$ cat src/rtl/m2s_adapter.sv
// m2s_adapter: Avalon-MM burst reader that packs 2x256-bit beats into 512-bit Avalon-ST words.
// Optional CSR readback port is compiled in with M2S_CSR_READBACK_EN.
module m2s_adapter #(
    parameter int FIFO_BEATS = 8
) (
    input  logic         clock,
    input  logic         reset,
    input  logic         csr_write,
    input  logic [1:0]   csr_address,
    input  logic [31:0]  csr_writedata,
`ifdef M2S_CSR_READBACK_EN
    input  logic         csr_read,
    output logic [31:0]  csr_readdata,
`endif
    output logic         m_read,
    output logic [32:0]  m_address,
    output logic [1:0]   m_burstcount,
    input  logic         m_waitrequest,
    input  logic [255:0] m_readdata,
    input  logic         m_readdatavalid,
    output logic [511:0] src_data,
    output logic         src_valid,
    input  logic         src_ready,
    output logic         irq
);
    localparam int          PTR_W = $clog2(FIFO_BEATS);
    localparam logic [31:0] CAP   = 32'(FIFO_BEATS);
    localparam logic [PTR_W:0] TWO = (PTR_W+1)'(2);

    typedef enum logic {IDLE, BUSY} state_t;
    state_t state, state_nxt;

    logic [31:0]      cmd_left, word_left, pending;
    logic [255:0]     fifo_mem [FIFO_BEATS];
    logic [PTR_W-1:0] wr_ptr, rd_ptr, rd_ptr1;
    logic [PTR_W:0]   fifo_count;

    logic        len_wr, addr_wr, irq_wr, start, accept, push, pop, last_pop, m_read_nxt;
    logic [31:0] pend_eff, cmd_eff;

    assign len_wr   = csr_write && (csr_address == 2'd0);
    assign addr_wr  = csr_write && (csr_address == 2'd1);
    assign irq_wr   = csr_write && (csr_address == 2'd2);
    assign start    = (state == IDLE) && len_wr && (csr_writedata != 32'd0);
    assign accept   = m_read && !m_waitrequest;
    // Beats outside a transfer (e.g. stragglers after a reset) are dropped.
    assign push     = m_readdatavalid && (state == BUSY) && (pending != 32'd0);
    assign pop      = src_valid && src_ready;
    assign last_pop = pop && (word_left == 32'd1);

    assign m_burstcount = 2'd2;
    assign src_valid    = fifo_count >= TWO;
    assign rd_ptr1      = rd_ptr + PTR_W'(1);
    assign src_data     = {fifo_mem[rd_ptr], fifo_mem[rd_ptr1]};

    // Credit check counts this cycle's acceptance but ignores same-cycle returns and pops.
    assign pend_eff = pending + (accept ? 32'd2 : 32'd0);
    assign cmd_eff  = cmd_left - (accept ? 32'd1 : 32'd0);

    always_comb begin
        m_read_nxt = 1'b0;
        if (m_read && m_waitrequest)
            m_read_nxt = 1'b1;
        else if ((state == BUSY) && (cmd_eff != 32'd0) &&
                 (pend_eff + 32'(fifo_count) + 32'd2 <= CAP))
            m_read_nxt = 1'b1;
    end

    always_comb begin
        state_nxt = state;
        case (state)
            IDLE:    if (start) state_nxt = BUSY;
            BUSY:    if (last_pop) state_nxt = IDLE;
            default: state_nxt = IDLE;
        endcase
    end

    always_ff @(posedge clock) begin
        if (!reset) state <= IDLE;
        else        state <= state_nxt;
    end

    always_ff @(posedge clock) begin
        if (!reset) begin
            m_read     <= 1'b0;
            m_address  <= '0;
            cmd_left   <= '0;
            word_left  <= '0;
            pending    <= '0;
            wr_ptr     <= '0;
            rd_ptr     <= '0;
            fifo_count <= '0;
            irq        <= 1'b0;
        end else begin
            m_read <= m_read_nxt;

            if ((state == IDLE) && addr_wr) m_address <= {1'b0, csr_writedata};
            else if (accept)                m_address <= m_address + 33'd64;

            if (start) begin
                cmd_left  <= csr_writedata;
                word_left <= csr_writedata;
            end else begin
                if (accept) cmd_left  <= cmd_left - 32'd1;
                if (pop)    word_left <= word_left - 32'd1;
            end

            pending <= pend_eff - (push ? 32'd1 : 32'd0);

            if (push) wr_ptr <= wr_ptr + PTR_W'(1);
            if (pop)  rd_ptr <= rd_ptr + PTR_W'(2);
            fifo_count <= fifo_count + {{PTR_W{1'b0}}, push} - (pop ? TWO : '0);

            // Completion set takes priority over a coincident clear.
            if (last_pop)    irq <= 1'b1;
            else if (irq_wr) irq <= 1'b0;
        end
    end

    always_ff @(posedge clock) begin
        if (push) fifo_mem[wr_ptr] <= m_readdata;
    end

`ifdef M2S_CSR_READBACK_EN
    always_ff @(posedge clock) begin
        if (!reset) begin
            csr_readdata <= '0;
        end else if (csr_read) begin
            case (csr_address)
                2'd0:    csr_readdata <= word_left;
                2'd1:    csr_readdata <= m_address[31:0];
                2'd2:    csr_readdata <= {31'b0, irq};
                default: csr_readdata <= {29'b0, pending == 32'd0, src_valid, state == BUSY};
            endcase
        end
    end
`endif

endmodule

$ cat config.mk
export PLATFORM = sky130hd
export DESIGN_NAME = m2s_adapter
export DESIGN_NICKNAME = d
export VERILOG_FILES = /design/src/rtl/m2s_adapter.sv
export SDC_FILE = /design/constraint.sdc
export NUM_CORES = 2
export LEC_CHECK = 0
export CORE_AREA = 3 3 372 374
export CTS_CLUSTER_DIAMETER = 100
export DETAILED_ROUTE_END_ITERATION = 16
export DIE_AREA = 0 0 375 377
export GPL_ROUTABILITY_DRIVEN = 0
export GPL_TIMING_DRIVEN = 0
export PLACE_DENSITY = 0.84
export SETUP_SLACK_MARGIN = 0.15
export SYNTH_ARGS = -nofsm -noshare
export SYNTH_HDL_FRONTEND = slang
export SYNTH_SLANG_ARGS = --single-unit
$ cat constraint.sdc
create_clock -name clock -period 56.5 [get_ports clock]
set_clock_uncertainty 0.1 [all_clocks]
set_input_delay 16.95 -clock clock [delete_from_list [all_inputs] [get_ports clock]]
set_output_delay 16.95 -clock clock [all_outputs]
set_load 0.01 [all_outputs]
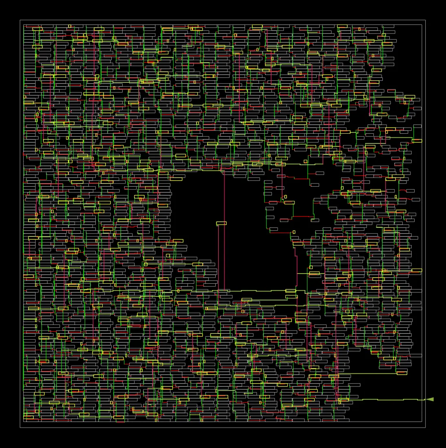
final_clocks.png
CTS Buf Count: 205
clock latency at the later pin of the worst-skew pair: 0.83 ns

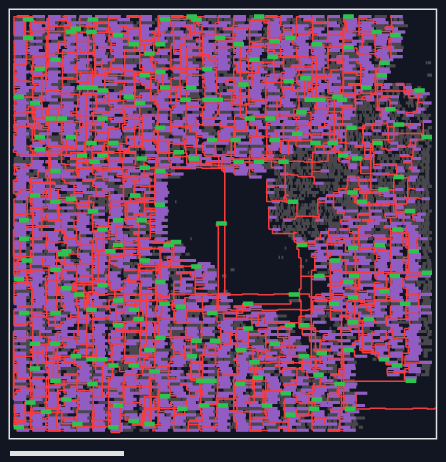
clock_map.png
Scale bar: 100 um.
legend:
  clock wires:
    color: red
    length: 24.4 mm
  flip-flops:
    color: purple
    count: 2191
  cells driving clock nets:
    color: green
    count: 205
routed clock nets: 206
flops lie: all over the die
clk pwr: 1370 uW
clock share of power: 0.314

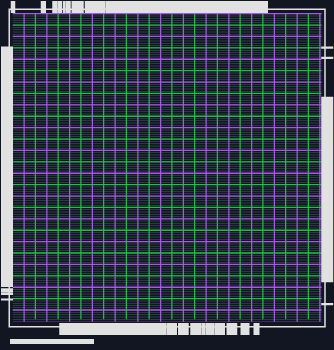
pdn.png
Scale bar: 100 um. Pins as bars on the die edge.
legend:
  VSS:
    color: purple
  VDD:
    color: green
signal pins: 846
met5 straps: 27
rows: 135
met4 straps: 27
Die H: 377 um
die width: 375 um

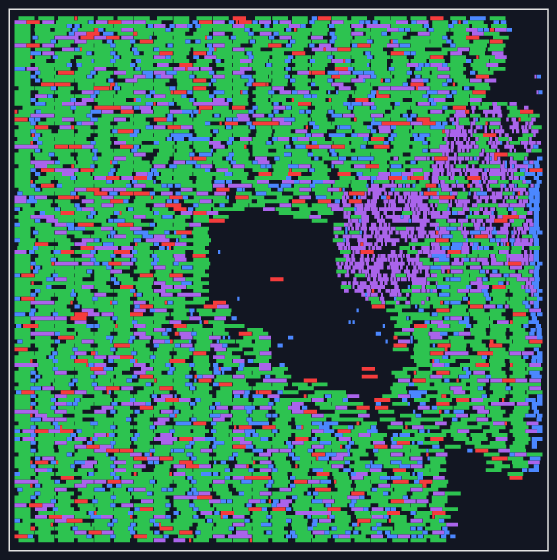
cell_classes.png
legend:
  clock drivers and dummy loads:
    color: red
    cells: 377
    share_of_their_area: 6.6%
  flip-flops:
    color: green
    cells: 2191
    share_of_their_area: 65%
  other buffers and delay cells:
    color: blue
    cells: 1138
    share_of_their_area: 11%
  all other logic:
    color: purple
    cells: 1411
    share_of_their_area: 18%
core footprint: 135000 sq um
Row Count: 135
Seq area share: 0.631
finished layout cell area: 102000 sq um
Core Util, Final: 0.754

==> qor.csv <==
metric,value,unit
outcome,"finished, violations left",
violations,max-capacitance violations,
leakage,0.0323,uW
fin_ws,33.84,ns
buf_share,0.110,
whs_path_depth,2,
async_flop_share,0,
cp-end-kind,flip-flop,
clock.fmax,44.1,MHz
cp_num_buf_inv,4,
hold_viol,0,
dr.pass1.iters,6,
regMostFlops,fifo_mem,
rsz0062_at_grt,false,
ctsHtreeMaxLevel,4,
cp_max_fo,12,
final_nets,5268,
tritoncts,done,
r2r_slack,49.95,ns
compound_area_frac,0.0172,
layout.cells.most_common,edfxtp_1,
final-clk-cell-share,0.0645,
antenna_found_initial,58,
power_frac_comb,0.254,
cp_cell_sequence,clkdlybuf4s50_1 -> nor2b_1 -> clkbuf_1 -> ha_1 -> ha_1 -> buf_2 -> xnor2_1 -> inv_1 -> ha_1 -> ha_1 -> nor2b_1 -> o21a_1 -> o21ai_0 -> nor4_2 -> mux2i_1 -> nand4_1 -> a2111oi_2 -> o211ai_1 -> a2111o_1 -> o21ai_1,
initial_core_util,0.610,
ys_types,81,
ys.flop_type,edfxtp_1,
cts_root_buf,clkbuf_16,
port_buffers,843,
power.group.top,sequential cells,
io_pins,846,
grt_pass1_wl,347,mm
cp-start-kind,input port,
reg2reg_to,m_read,
cts-resized-gates,0,
drv_slew,0,
dp_hpwl,151,mm
seq_cell_power,1880,uW
cap_violations,1,
placed_area,95300,sq um
setup_violations,0,
vias,46300,
power,4360,uW
p_sw,1240,uW
No activity file was given, so power comes from the tool's default toggle rates.
